[src/rtl/sample_capture_pkg.sv]
// Shared defaults and entry-width helper for the sample_capture block.
package sample_capture_pkg;

   localparam int NUM_W_DEF = 5;
   localparam int DEPTH_DEF = 4;
   localparam int ENTRY_W   = NUM_W_DEF + 1;

   // Entry is {x, num}; one extra bit above the numeric field.
   function automatic int entry_w(input int num_w);
      return num_w + 1;
   endfunction

endpackage

[src/rtl/capture_fifo.sv]
// Power-of-two FIFO with occupancy count. The head is read straight from
// storage and forced to zero while empty, so stale or uninitialised
// entries never reach the outputs.
module capture_fifo
   import sample_capture_pkg::*;
#(
   parameter int W     = ENTRY_W,
   parameter int DEPTH = DEPTH_DEF,
   localparam int AW   = $clog2(DEPTH)
) (
   input  logic         clk,
   input  logic         rst_n,
   input  logic         push,
   input  logic         pop,
   input  logic [W-1:0] wdata,
   output logic [W-1:0] rdata,
   output logic         full,
   output logic         empty,
   output logic [AW:0]  count
);

   logic [W-1:0]  mem [DEPTH];
   logic [AW-1:0] wr_ptr;
   logic [AW-1:0] rd_ptr;
   logic [AW:0]   cnt;
   logic          do_push;
   logic          do_pop;

   assign empty   = (cnt == '0);
   assign full    = (cnt == (AW+1)'(DEPTH));
   // A pop on an empty FIFO is ignored; a push into a full FIFO only lands
   // when a pop frees the slot at the same edge.
   assign do_pop  = pop & ~empty;
   assign do_push = push & (~full | do_pop);

   // Pointer and occupancy bookkeeping; pointers wrap naturally at DEPTH.
   always_ff @(posedge clk or negedge rst_n) begin
      if (!rst_n) begin
         wr_ptr <= '0;
         rd_ptr <= '0;
         cnt    <= '0;
      end else begin
         // NOTE: sequential state uses non-blocking (<=) so every flop samples
         // pre-edge values; blocking here would create order-dependent races.
         if (do_push) wr_ptr <= wr_ptr + 1'b1;
         if (do_pop)  rd_ptr <= rd_ptr + 1'b1;
         case ({do_push, do_pop})
            2'b10:   cnt <= cnt + 1'b1;
            2'b01:   cnt <= cnt - 1'b1;
            default: cnt <= cnt;
         endcase
      end
   end

   // Storage write port.
   // NOTE: the data array is deliberately left out of reset; a reset would
   // block RAM inference and add a wide reset tree for contents nobody reads
   // until they are written (empty-masking below hides them).
   always_ff @(posedge clk) begin
      if (do_push) mem[wr_ptr] <= wdata;
   end

   assign rdata = empty ? '0 : mem[rd_ptr];
   assign count = cnt;

endmodule

[src/rtl/sample_capture.sv]
// Change-triggered sample capture: pushes {x_in, num_in} into a FIFO
// whenever the enabled inputs differ from the last captured pair, with a
// sticky overflow flag for captures dropped on a full FIFO.
module sample_capture
   import sample_capture_pkg::*;
#(
   parameter int NUM_W = NUM_W_DEF,
   parameter int DEPTH = DEPTH_DEF
) (
   input  logic                     clk,
   input  logic                     rst_n,
   input  logic                     en,
   input  logic                     x_in,
   input  logic [NUM_W-1:0]         num_in,
   input  logic                     out_ready,
   input  logic                     clr_ovf,
   output logic                     out_valid,
   output logic                     out_x,
   output logic [NUM_W-1:0]         out_num,
   output logic [$clog2(DEPTH):0]   count,
   output logic                     overflow
);

   localparam int EW = entry_w(NUM_W);

   logic             prev_x;
   logic [NUM_W-1:0] prev_num;
   logic             primed;
   logic             capture;
   logic             fifo_full;
   logic             fifo_empty;
   logic             drop;
   logic [EW-1:0]    head;

   // Capture when enabled and either unprimed or the inputs changed.
   always_comb begin
      // NOTE: default assignment first so every path drives the signal and
      // no latch is inferred.
      capture = 1'b0;
      if (en && (!primed || (x_in != prev_x) || (num_in != prev_num)))
         capture = 1'b1;
   end

   // Dropped when full and no pop frees a slot at the same edge.
   assign drop = capture & fifo_full & ~(out_ready & ~fifo_empty);

   // Change-detector history; holds while disabled, updates even on a drop.
   always_ff @(posedge clk or negedge rst_n) begin
      if (!rst_n) begin
         prev_x   <= 1'b0;
         prev_num <= '0;
         primed   <= 1'b0;
      end else if (capture) begin
         prev_x   <= x_in;
         prev_num <= num_in;
         primed   <= 1'b1;
      end
   end

   // Sticky overflow; a drop at the same edge as a clear keeps it set.
   always_ff @(posedge clk or negedge rst_n) begin
      if (!rst_n)       overflow <= 1'b0;
      else if (drop)    overflow <= 1'b1;
      else if (clr_ovf) overflow <= 1'b0;
   end

   capture_fifo #(
      .W     (EW),
      .DEPTH (DEPTH)
   ) u_fifo (
      .clk   (clk),
      .rst_n (rst_n),
      .push  (capture),
      .pop   (out_ready),
      .wdata ({x_in, num_in}),
      .rdata (head),
      .full  (fifo_full),
      .empty (fifo_empty),
      .count (count)
   );

   assign out_valid = ~fifo_empty;
   assign out_x     = head[EW-1];
   assign out_num   = head[NUM_W-1:0];

endmodule
[config.mk]
export PLATFORM = sky130hd
export DESIGN_NAME = sample_capture
export DESIGN_NICKNAME = d
export VERILOG_FILES = /design/src/rtl/sample_capture_pkg.sv /design/src/rtl/capture_fifo.sv /design/src/rtl/sample_capture.sv
export SDC_FILE = /design/constraint.sdc
export NUM_CORES = 1
export LEC_CHECK = 0
export CORE_MARGIN = 3
export CORE_UTILIZATION = 30
export CTS_CLUSTER_DIAMETER = 80
export DETAILED_ROUTE_END_ITERATION = 10
export GPL_ROUTABILITY_DRIVEN = 1
export PLACE_DENSITY = 0.56
export SLEW_MARGIN = 5
export SYNTH_ARGS = -nofsm -noshare
export SYNTH_HDL_FRONTEND = slang
export SYNTH_SLANG_ARGS = --single-unit
[constraint.sdc]
create_clock -name clk -period 2.1 [get_ports clk]
set_input_delay 0.42 -clock clk [delete_from_list [all_inputs] [get_ports clk]]
set_output_delay 0.42 -clock clk [all_outputs]
set_load 0.03 [all_outputs]
**Run 1: power grid**

Scale bar: 20 µm. Pins as bars on the die edge.
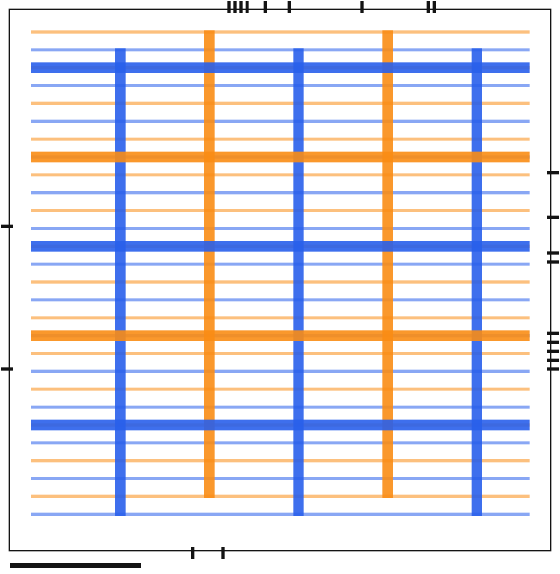
| color | net |
|---|---|
| blue | VSS |
| orange | VDD |
met5 straps: 5
met1 rails: 28
met4 straps: 5
die height: 82.2 µm
Core Region: 5570 µm²

**Run 1: congestion heat map**

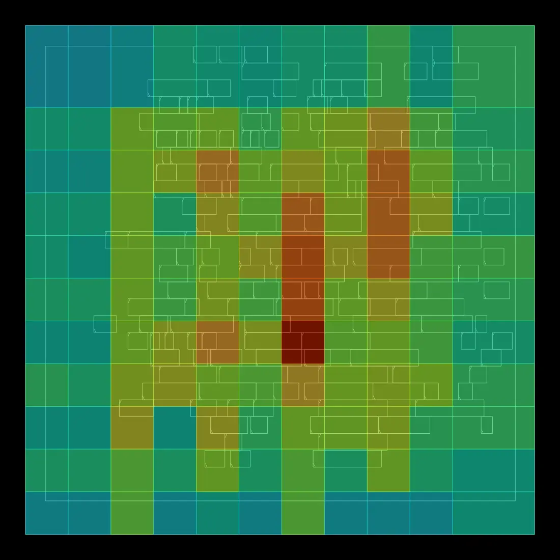
average routed wire per standard cell: 14.0 µm
Most Used Layer, Global Route: met2
routing usage on met1: 0.116

**Run 1: clock network drawn from the DEF**

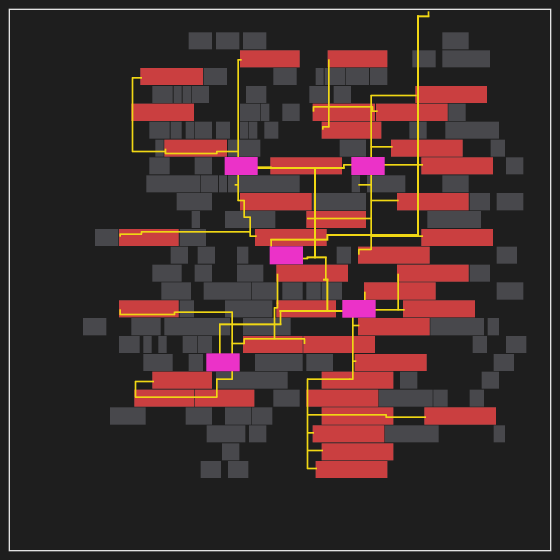
[red] flip-flops | count: 39
[yellow] clock wires | length: 459 µm
[magenta] cells driving clock nets | count: 5
routed clock nets: 6
clock network power consumption: 0.726 mW
clock network power share: 0.215
clock latency on the worst-skew pair: 0.29 ns
clock tree skew after final layout: 0.00593 ns

**Run 1: wiring by layer**

Scale bar: 20 µm.
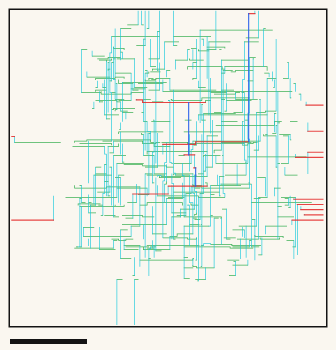
| color | layer | wire length |
|---|---|---|
| cyan | met2 | 1710 µm |
| green | met1 | 1270 µm |
| blue | met4 | 51.7 µm |
| red | met3 | 129 µm |
DR vias: 987
GRT Resource Usage Total: 0.107
Total Wirelength: 3160 µm

==> metrics.log, run 1 <==
[metrics] run summary
[metrics] status: finished, violations left
[metrics] violated checks: setup timing
[metrics] initial antenna violation count: 0
[metrics] register bit total from synthesis: 39
[metrics] Detail Placement HPWL: ~2400 µm
[metrics] number of distinct library cells after synthesis: 26
[metrics] Filler cells: between 500 and 600
[metrics] initial core utilization: 0.313
[metrics] residual overflow from global routing: 0
[metrics] Resized Gates After CTS: slightly above 40
[metrics] origin of the worst setup path: u_fifo.count[0]
[metrics] critical path launch point type: flip-flop
[metrics] AO/OA Area Share: 0.0201
[metrics] Worst Max-Slew Pin Slew: 0.345 ns
[metrics] Worst path top cell family by delay: simple AND/OR/NAND/NOR gates
[metrics] internal power: about 2.3 mW
[metrics] footprint of the flip-flops and latches: around 1100 µm²
[metrics] Chip Width: approximately 80 µm
[metrics] Net count, final: around 170
[metrics] drt first-iter violations: slightly below 60
[metrics] number of global-route vias before repair: around 1100
[metrics] Max-area cell share: 0.413
[metrics] pin count of the biggest net entering global routing: 16
[metrics] minimum setup slack after placement: -0.572 ns
[metrics] I/O pins: 22
[metrics] antenna cells: 0
[metrics] residual antenna-violating net count after detailed routing: 0
[metrics] TritonCTS clock tree: yes
[metrics] top cells by area, synth: edfxtp_1, dfrtp_1, mux4_2
[metrics] Top logic family: multiplexers
[metrics] tightest slew margin relative to the limit: 0.770
[metrics] flip-flop count of the largest register after layout: 24
[metrics] non-clock buffer area fraction after layout: 0.177
[metrics] post-layout power: about 3.4 mW
[metrics] path class of the lowest-slack min-delay path: in -> async
[metrics] Flops: 39
[metrics] remaining design rule violation count: 0
[metrics] post-layout utilization of the core: 0.432
[metrics] worst endpoint data arrival time: approximately 2.4 ns
[metrics] switching power of the nets: roughly 1.1 mW
[metrics] most common logic cells in the final layout: edfxtp_1, buf_4, dfrtp_1
[metrics] Worst setup endpoint: u_fifo.count[2]
[metrics] layout cell share with drive strength beyond 1: 0.429
[metrics] kind of end point of the critical path: flip-flop
[metrics] simple-gate share of the synthesized area: 0.0768
[metrics] Register-to-Register Path Depth: 10
[metrics] Final WS setup: -0.0586 ns
[metrics] clock transition time at the flip-flop clock pins of the worst setup and hold paths: around 0.08 ns
[metrics] deepest level of the CTS H-tree: 2
[metrics] hold-fix buffer count after cts: 0
[metrics] final weighted congestion of routability-driven global placement: 0.751
[metrics] dominant kind of cell: flip-flops and latches
[metrics] first-pass iteration count of the detailed router: 4
[metrics] fraction of power spent switching nets: 0.319
[metrics] adder-cell share of the synthesized area: 0.0474
[metrics] Final setup violation count: 3
[metrics] time the final worst path needs with I/O delays and setup: ~2.2 ns
[metrics] Top power group: combinational logic
[metrics] non-clock inverter count in the final layout: 8
[metrics] final count of pins violating max slew: 0
[metrics] final design area excluding fillers: between 2000 and 2500 µm²
[metrics] # Post-CTS Setup Buffers: 4
[metrics] worst flop-to-flop path startpoint: u_fifo.count[0]
[metrics] wire length of the first global-routing pass: ~5300 µm
[metrics] biggest cell delay along the critical path: around 0.55 ns
[metrics] worst-path maximum fanout: 3
[metrics] floorplan die area: between 6000 and 7000 µm²
[metrics] cell with the largest stage delay on the worst path: or4b_4
[metrics] Most flops, register: u_fifo.mem
[metrics] power in combinational cells: around 1.5 mW
[metrics] critical register-to-register path endpoint: u_fifo.count[2]
[metrics] area of the mapped netlist: 1740 µm²
[metrics] relative area change from synthesis to final layout: 38.1%
[metrics] TAP cells: 72
[metrics] count of buffer and inverter cells on the critical path: 2
[metrics] number of multi-input combinational cells in the layout: between 50 and 60
[metrics] register share after synthesis: 0.629
[metrics] Max Freq: 0.463 GHz
[metrics] sequential-cell power consumption: 1.13 mW
[metrics] sequential cell area share: 0.457
[metrics] cell-by-cell trace of the critical path: or4b_4 > nand2_4 > a31oi_4 > inv_1 > ha_2 > inv_2 > fa_2 > xor2_1 > nor2_1 > xor2_1
[metrics] vias per cell: ~4.4
[metrics] fin crit share: 1.03
[metrics] static power due to leakage: about 0.95 nW
[metrics] post-synthesis cell count: ~110
[metrics] yosys synthesis chip area: 1740 µm²
[metrics] hold violation total from the final report: 0
[metrics] Post-Syn Area per Cell: roughly 16 µm²
[metrics] sum of negative setup slack: -0.122 ns
[metrics] flop2flop setup slack: -0.06 ns
[metrics] Max Buffers Root-to-Sink: 2
[metrics] share of the final layout cell area in multi-input gates: 0.261
[metrics] post-detailed-placement cell area: between 2000 and 2500 µm²
[metrics] post-synthesis net count: about 120
[metrics] CTS buffer count: 5
[metrics] cell taking the most area after synthesis: edfxtp_1
[metrics] power density of the placed cells: ~1400 nW/µm²
[metrics] fraction of power consumed by sequential logic: 0.334
[metrics] count of clock buffers in the final design: 6
[metrics] multi-input gate area in the final layout: approximately 630 µm²
[metrics] maximum ir drop on the vdd rail: 0.000508 V
[metrics] final-layout clock-cell area share: 0.0551
[metrics] YS warnings: 0
[metrics] buffers outside the clock class: 43
[metrics] required time worst endpoint: 2.31 ns
[metrics] combinational power share: 0.450
[metrics] number of cells on the critical path: 10
[metrics] clock root buffer master: clkbuf_8
[metrics] count of instantiated cells in the yosys netlist: around 110
[metrics] clk sink count: 39
[metrics] most common cell type on the critical path: xor2_1
[metrics] commonest non-fill, non-tap cell in the layout: edfxtp_1
[metrics] Post-synth mux share: 0.125
[metrics] post-synthesis xor/xnor area fraction: 0.0711
[metrics] number of standard cells in the final layout excluding fillers: 226
[metrics] port buffer count: 21
[metrics] max-cap viol count: 0
[metrics] RSZ-0062 raised after global routing: true
[metrics] Tool Warnings: 32
[metrics] worst setup path category: reg -> reg
[metrics] dpl cells: around 210
[metrics] Hold WS: approximately 0.44 ns
[metrics] count of standard-cell rows: 27
-- run 1: synth_stat cells --
library cell,count
xnor2_1,6
buf_6,1
mux2_4,1
xor2_1,5
nand2_1,2
nand2_2,1
or3_1,1
ha_1,5
mux2_2,6
a22o_1,1
edfxtp_1,24
and2_1,11
and4_1,1
buf_2,1
or2_2,1
or4b_4,1
dfrtp_1,15
fa_1,1
inv_1,8
nand3_1,1
mux4_2,6
xnor2_4,1
o21ai_0,1
a31oi_4,1
clkbuf_1,2
nor2_1,3
-- run 1: per-layer routing --
| layer | share of wire | GRT usage |
|---|---|---|
| met5 | 0 | 0 |
| met4 | 0.016 | 0.0399 |
| met3 | 0.041 | 0.0336 |
| met2 | 0.54 | 0.195 |
| met1 | 0.40 | 0.116 |
==> run 1 -> run 2 <==
--- a/config.mk
+++ b/config.mk
@@ -10,6 +10,7 @@
 export CTS_CLUSTER_DIAMETER = 80
 export DETAILED_ROUTE_END_ITERATION = 10
 export GPL_ROUTABILITY_DRIVEN = 1
+export GPL_TIMING_DRIVEN = 0
 export PLACE_DENSITY = 0.56
 export SLEW_MARGIN = 5
 export SYNTH_ARGS = -nofsm -noshare
**Run 2: clock network drawn from the DEF**

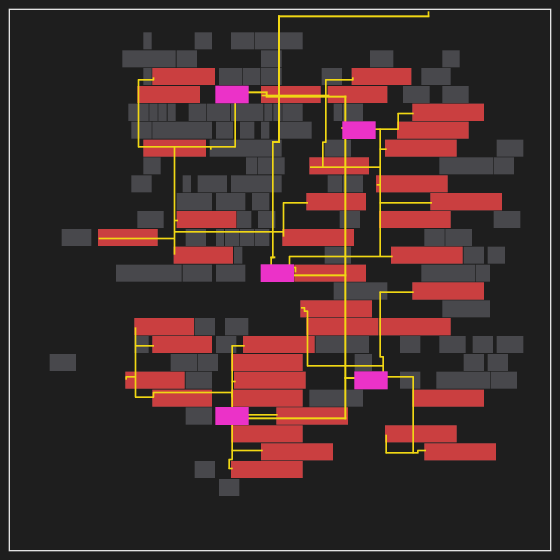
[red] flip-flops | count: 39
[yellow] clock wires | length: 480 µm
[magenta] cells driving clock nets | count: 5
routed clock nets: 6
clock network power share: 0.182
clock tree skew after final layout: 0.00761 ns
clock network power consumption: 0.597 mW

**Run 2: wiring by layer**

Scale bar: 20 µm.
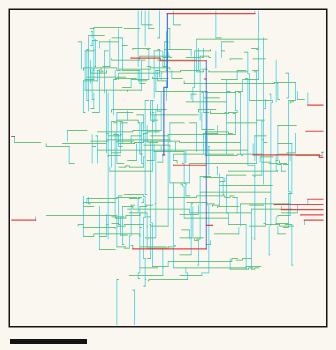
| color | layer | wire length |
|---|---|---|
| green | met1 | 1270 µm |
| blue | met4 | 86.6 µm |
| cyan | met2 | 1530 µm |
| red | met3 | 145 µm |
GRT Resource Usage Total: 0.103
average routed wire per standard cell: 14.1 µm
Total Wirelength: 3040 µm

==> metrics.log, run 2 <==
[metrics] run summary
[metrics] RSZ-0062 raised after global routing: true (unchanged)
[metrics] met2 layer usage reported by global route: 0.162 (was 0.195)
[metrics] clock root buffer master: clkbuf_8 (unchanged)
[metrics] power in combinational cells: 1.57 mW (was 1.52 mW)
[metrics] Post-Syn Area per Cell: 16.3 µm² (unchanged)
[metrics] commonest non-fill, non-tap cell in the layout: edfxtp_1 (unchanged)
[metrics] minimum setup slack after placement: -0.718 ns (was -0.572 ns)
[metrics] simple-gate share of the synthesized area: 0.0768 (unchanged)
[metrics] hold violation total from the final report: 0 (unchanged)
[metrics] tightest slew margin relative to the limit: 0.553 (was 0.770)
[metrics] fin crit share: 1.04 (was 1.03)
[metrics] top cells by count: edfxtp_1, dfrtp_1, and2_1 (unchanged)
[metrics] sequential-cell power consumption: 1.12 mW (was 1.13 mW)
[metrics] post-synthesis xor/xnor area fraction: 0.0711 (unchanged)
[metrics] wire length of the first global-routing pass: 4850 µm (was 5280 µm)
[metrics] maximum ir drop on the vdd rail: 0.000647 V (was 0.000508 V)
[metrics] drt first-iter violations: 39 (was 58)
[metrics] Tool Warnings: 32 (unchanged)
[metrics] critical register-to-register path endpoint: u_fifo.count[2] (unchanged)
[metrics] clk sink count: 39 (unchanged)
[metrics] worst flop-to-flop path startpoint: u_fifo.count[0] (unchanged)
[metrics] Register-to-Register Path Depth: 10 (unchanged)
[metrics] floorplan die area: 6760 µm² (unchanged)
[metrics] power density of the placed cells: 1430 nW/µm² (was 1400 nW/µm²)
[metrics] path class of the lowest-slack min-delay path: in -> reg (was in -> async)
[metrics] post-layout power: 3.29 mW (was 3.37 mW)
[metrics] Top power group: combinational logic (unchanged)
[metrics] yosys synthesis chip area: 1740 µm² (unchanged)
[metrics] cell with the largest stage delay on the worst path: or4b_4 (unchanged)
[metrics] kind of end point of the critical path: flip-flop (unchanged)
[metrics] flip-flop count of the largest register after layout: 24 (unchanged)
[metrics] number of cells on the critical path: 10 (unchanged)
[metrics] pin count of the biggest net entering global routing: 16 (unchanged)
[metrics] footprint of the flip-flops and latches: 1100 µm² (about the same)
[metrics] worst endpoint data arrival time: 2.39 ns (was 2.37 ns)
[metrics] residual antenna-violating net count after detailed routing: 0 (unchanged)
[metrics] Routed met1 length: 1270 µm (about the same)
[metrics] residual overflow from global routing: 0 (unchanged)
[metrics] Worst setup endpoint: u_fifo.count[2] (unchanged)
[metrics] total met3 wirelength after detailed routing: 144 µm (was 129 µm)
[metrics] clock transition time at the flip-flop clock pins of the worst setup and hold paths: 0.08 ns (about the same)
[metrics] Max Buffers Root-to-Sink: 2 (unchanged)
[metrics] Post-synth mux share: 0.125 (unchanged)
[metrics] final design area excluding fillers: 2300 µm² (was 2410 µm²)
[metrics] combinational power share: 0.478 (was 0.450)
[metrics] leading register cell type out of synthesis: edfxtp_1 (unchanged)
[metrics] max-cap viol count: 0 (unchanged)
[metrics] time the final worst path needs with I/O delays and setup: 2.17 ns (was 2.16 ns)
[metrics] initial core utilization: 0.313 (unchanged)
[metrics] top cells by area, synth: edfxtp_1, dfrtp_1, mux4_2 (unchanged)
[metrics] Most flops, register: u_fifo.mem (unchanged)
[metrics] critical path launch point type: flip-flop (unchanged)
[metrics] flop2flop setup slack: -0.07 ns (was -0.06 ns)
[metrics] worst-path maximum fanout: 3 (unchanged)
[metrics] Global Route met3 Usage: 0.0380 (was 0.0336)
[metrics] I/O pins: 22 (unchanged)
[metrics] origin of the worst setup path: u_fifo.count[0] (unchanged)
[metrics] antenna cells: 0 (unchanged)
[metrics] hold-fix buffer count after cts: 0 (unchanged)
[metrics] number of global-route vias before repair: 1007 (was 1092)
[metrics] relative area change from synthesis to final layout: 32.1% (was 38.1%)
[metrics] remaining design rule violation count: 0 (unchanged)
[metrics] post-synthesis cell count: 107 (unchanged)
[metrics] violated checks: setup timing (unchanged)
[metrics] Final WS setup: -0.0736 ns (was -0.0586 ns)
[metrics] number of distinct library cells after synthesis: 26 (unchanged)
[metrics] fraction of power spent switching nets: 0.330 (was 0.319)
[metrics] biggest cell delay along the critical path: 0.56 ns (was 0.55 ns)
[metrics] status: finished, violations left (unchanged)
[metrics] post-synthesis net count: 124 (unchanged)
[metrics] count of buffer and inverter cells on the critical path: 2 (unchanged)
[metrics] most common logic cells in the final layout: edfxtp_1, dfrtp_1, buf_6, buf_4 (was edfxtp_1, buf_4, dfrtp_1)
[metrics] Final setup violation count: 1 (was 3)
[metrics] Top logic family: multiplexers (unchanged)
[metrics] CTS buffer count: 5 (unchanged)
[metrics] initial antenna violation count: 0 (unchanged)
[metrics] Net count, final: 161 (was 170)
[metrics] library cell with the highest instance count after synthesis: edfxtp_1 (unchanged)
[metrics] vias per cell: 4.30 (was 4.37)
[metrics] Core Region: 5570 µm² (unchanged)
[metrics] switching power of the nets: 1.08 mW (about the same)
[metrics] Max-area cell share: 0.413 (unchanged)
[run 2: cell counts after synthesis]
No cell type changed its count.
[run 2: logic make-up (layout without fill, tap and decap cells)]
group           after synthesis  in the layout
mux                          13             13
buf+inv                      12             49
fa+ha+maj                     6              6
flops                        39             39
xor+xnor                     12             12
simple gates                 22             22
compound gates                3              3
[run 2: area by class of cell]
type	instances	area share
Buffer	3	0.0158
Clock buffer	5	0.0299
Clock inverter	2	0.0163
Inverter	8	0.0130
Multi-Input combinational cell	56	0.276
Sequential cell	39	0.478
Tap cell	72	0.0391
Timing Repair Buffer	31	0.132
[run 2: what timing repair did]
action                                 in CTS  in global routing
setup endpoints to repair                  21                 10
buffers inserted                            6                  5
pin swaps                                   6                 11
endpoints found under the hold margin       0                  0
resized                                    41                 32
==> run 2 -> run 3 <==
--- a/config.mk
+++ b/config.mk
@@ -5,13 +5,15 @@
 export SDC_FILE = /design/constraint.sdc
 export NUM_CORES = 1
 export LEC_CHECK = 0
+export CELL_PAD_IN_SITES_DETAIL_PLACEMENT = 2
+export CELL_PAD_IN_SITES_GLOBAL_PLACEMENT = 2
 export CORE_MARGIN = 3
 export CORE_UTILIZATION = 30
 export CTS_CLUSTER_DIAMETER = 80
 export DETAILED_ROUTE_END_ITERATION = 10
 export GPL_ROUTABILITY_DRIVEN = 1
 export GPL_TIMING_DRIVEN = 0
-export PLACE_DENSITY = 0.56
+export PLACE_DENSITY = 0.71
 export SLEW_MARGIN = 5
 export SYNTH_ARGS = -nofsm -noshare
 export SYNTH_HDL_FRONTEND = slang
**Run 3: power grid**

Scale bar: 20 µm. Pins as bars on the die edge.
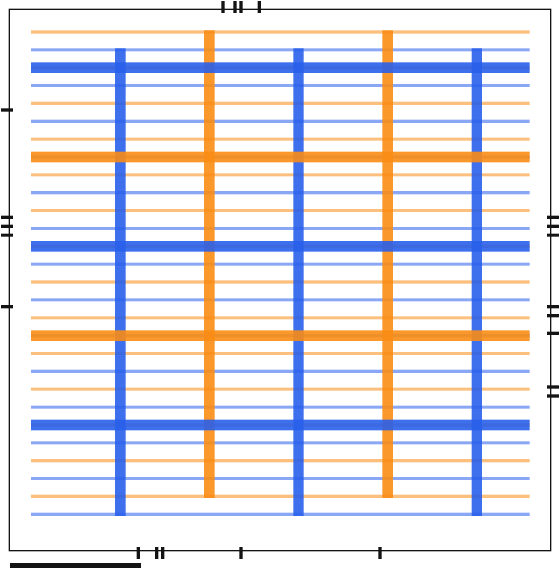
| color | net |
|---|---|
| blue | VSS |
| orange | VDD |
met5 straps: 5
rows: 27
met1 rails: 28
met4 straps: 5
Chip Width: 82.2 µm
maximum ir drop on the vdd rail: 0.000599 V

**Run 3: congestion heat map**

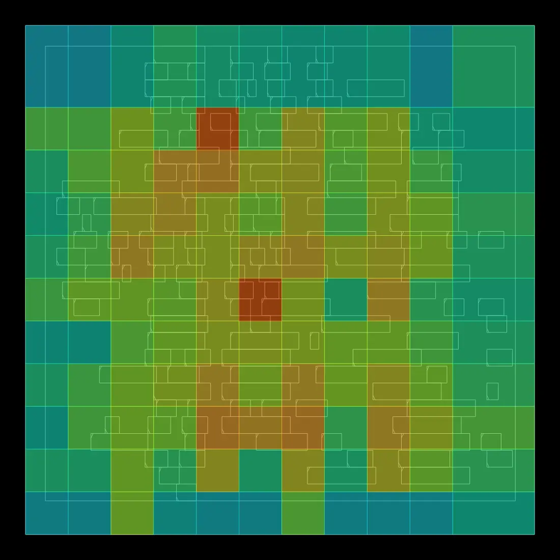
average routed wire per standard cell: 17.3 µm
GRT Resource Usage Total: 0.127

==> metrics.log, run 3 <==
[metrics] run summary
[metrics] non-clock buffer area fraction after layout: 0.139 (was 0.148)
[metrics] Most flops, register: u_fifo.mem (unchanged)
[metrics] port buffer count: 20 (unchanged)
[metrics] wire length of the first global-routing pass: 6020 µm (was 4850 µm)
[metrics] final count of pins violating max slew: 0 (unchanged)
[metrics] AO/OA Area Share: 0.0201 (unchanged)
[metrics] fin crit share: 1.04 (about the same)
[metrics] Post-synth mux share: 0.125 (unchanged)
[metrics] minimum setup slack after placement: -0.744 ns (was -0.718 ns)
[metrics] switching power of the nets: 1.13 mW (was 1.08 mW)
[metrics] cell taking the most area after synthesis: edfxtp_1 (unchanged)
[metrics] Worst Max-Slew Pin Slew: 0.691 ns (was 0.669 ns)
[metrics] clock tree skew after final layout: 0.00724 ns (was 0.00761 ns)
[metrics] vias per cell: 4.50 (was 4.30)
[metrics] count of instantiated cells in the yosys netlist: 107 (unchanged)
[metrics] tightest slew margin relative to the limit: 0.538 (was 0.553)
[metrics] post-layout utilization of the core: 0.405 (was 0.413)
[metrics] required time worst endpoint: 2.32 ns (about the same)
[metrics] worst flop-to-flop path startpoint: u_fifo.count[0] (unchanged)
[metrics] simple-gate share of the synthesized area: 0.0768 (unchanged)
[metrics] Final setup violation count: 1 (unchanged)
[metrics] area of the mapped netlist: 1740 µm² (unchanged)
[metrics] yosys synthesis chip area: 1740 µm² (unchanged)
[metrics] initial core utilization: 0.313 (unchanged)
[metrics] violated checks: setup timing (unchanged)
[metrics] residual overflow from global routing: 0 (unchanged)
[metrics] power in combinational cells: 1.59 mW (was 1.57 mW)
[metrics] first-pass iteration count of the detailed router: 3 (was 4)
[metrics] TritonCTS clock tree: yes (unchanged)
[metrics] Top logic family: multiplexers (unchanged)
[metrics] sum of negative setup slack: -0.0855 ns (was -0.0736 ns)
[metrics] I/O pins: 22 (unchanged)
[metrics] status: finished, violations left (unchanged)
[metrics] residual antenna-violating net count after detailed routing: 0 (unchanged)
[metrics] max-cap viol count: 0 (unchanged)
[metrics] top cells by area, synth: edfxtp_1, dfrtp_1, mux4_2 (unchanged)
[metrics] number of enable-type register cells in the synthesized netlist: 24 (unchanged)
[metrics] Detail Placement HPWL: 2660 µm (was 2190 µm)
[metrics] sequential-cell power consumption: 1.13 mW (was 1.12 mW)
[metrics] most common logic cells in the final layout: edfxtp_1, dfrtp_1, buf_6, buf_4, and2_4 (was edfxtp_1, dfrtp_1, buf_6, buf_4)
[metrics] adder-cell share of the synthesized area: 0.0474 (unchanged)
[metrics] pin count of the biggest net entering global routing: 16 (unchanged)
[metrics] async set-reset flop share out of synthesis: 0.385 (unchanged)
[metrics] Final WS setup: -0.0855 ns (was -0.0736 ns)
[metrics] clock network power consumption: 0.483 mW (was 0.597 mW)
[metrics] Max Freq: 0.458 GHz (was 0.460 GHz)
[metrics] # Post-CTS Setup Buffers: 6 (unchanged)
[metrics] clk sink count: 39 (unchanged)
[metrics] Total Wirelength: 3740 µm (was 3040 µm)
[metrics] Hold WS: 0.394 ns (was 0.408 ns)
[metrics] buffers outside the clock class: 33 (was 34)
[metrics] dominant kind of cell: flip-flops and latches (unchanged)
[metrics] post-synthesis cell count: 107 (unchanged)
[metrics] worst endpoint data arrival time: 2.40 ns (was 2.39 ns)
[metrics] dpl cells: 199 (unchanged)
[metrics] Flops: 39 (unchanged)
[metrics] leading register cell type out of synthesis: edfxtp_1 (unchanged)
[metrics] final design area excluding fillers: 2260 µm² (was 2300 µm²)
[metrics] DR vias: 971 (was 929)
[metrics] top cells by count: edfxtp_1, dfrtp_1, and2_1 (unchanged)
[metrics] RSZ-0062 raised after global routing: true (unchanged)
[metrics] final weighted congestion of routability-driven global placement: 0.704 (was 0.668)
[metrics] origin of the worst setup path: u_fifo.count[0] (unchanged)
[metrics] cell with the largest stage delay on the worst path: or4b_4 (unchanged)
[metrics] power density of the placed cells: 1410 nW/µm² (was 1430 nW/µm²)
[metrics] internal power: 2.07 mW (was 2.20 mW)
[metrics] worst setup path category: reg -> reg (unchanged)
[metrics] combinational power share: 0.497 (was 0.478)
[metrics] relative area change from synthesis to final layout: 29.6% (was 32.1%)
[metrics] static power due to leakage: 0.887 nW (was 0.908 nW)
[metrics] cell-by-cell trace of the critical path: or4b_4 > nand2_4 > a31oi_4 > inv_2 > ha_4 > inv_2 > fa_2 > xor2_1 > nor2_1 > xor2_1 (unchanged)
[metrics] footprint of the flip-flops and latches: 1100 µm² (unchanged)
[metrics] commonest non-fill, non-tap cell in the layout: edfxtp_1 (unchanged)
[metrics] critical path launch point type: flip-flop (unchanged)
[metrics] Resized Gates After CTS: 42 (was 41)
[metrics] number of standard cells in the final layout excluding fillers: 216 (unchanged)
[metrics] Top power group: combinational logic (unchanged)
[metrics] clock latency on the worst-skew pair: 0.29 ns (about the same)
[metrics] Filler cells: 551 (was 520)
[metrics] hold violation total from the final report: 0 (unchanged)
[metrics] deepest level of the CTS H-tree: 2 (unchanged)
[metrics] register bit total from synthesis: 39 (unchanged)
[metrics] biggest cell delay along the critical path: 0.55 ns (was 0.56 ns)
[metrics] kind of end point of the critical path: flip-flop (unchanged)
[metrics] layout cell share with drive strength beyond 1: 0.431 (was 0.424)
[metrics] count of clock buffers in the final design: 6 (was 5)
[metrics] count of standard-cell rows: 27 (unchanged)
-- run 3: routing by layer --
layer,up-vias,track usage,part of all wire
met5,-,0,0
met4,0,0.0399,0.011
met3,5,0.0423,0.037
met2,19,0.218,0.54
met1,501,0.149,0.42
li1,446,-,-
-- run 3: worst paths after layout --
path / slack (ns) / end
max in group asynchronous: 1.07 / u_fifo.count[1]
worst min-delay path: 0.39 / primed
worst max register to register: -0.09 / u_fifo.count[2]
worst min register to register: 0.46 / primed
worst max-delay path: -0.09 / u_fifo.count[2]
min in group asynchronous: 0.54 / primed
-- run 3: logic make-up after synthesis --
group,after synthesis
xor gates and xnor gates,12
and+or+nand+nor,22
muxes,13
AOI/OAI and AO/OA,3
DFF,39
adders and majority gates,6
buffers and inverters,12
Power and IR drop assume default switching activity.
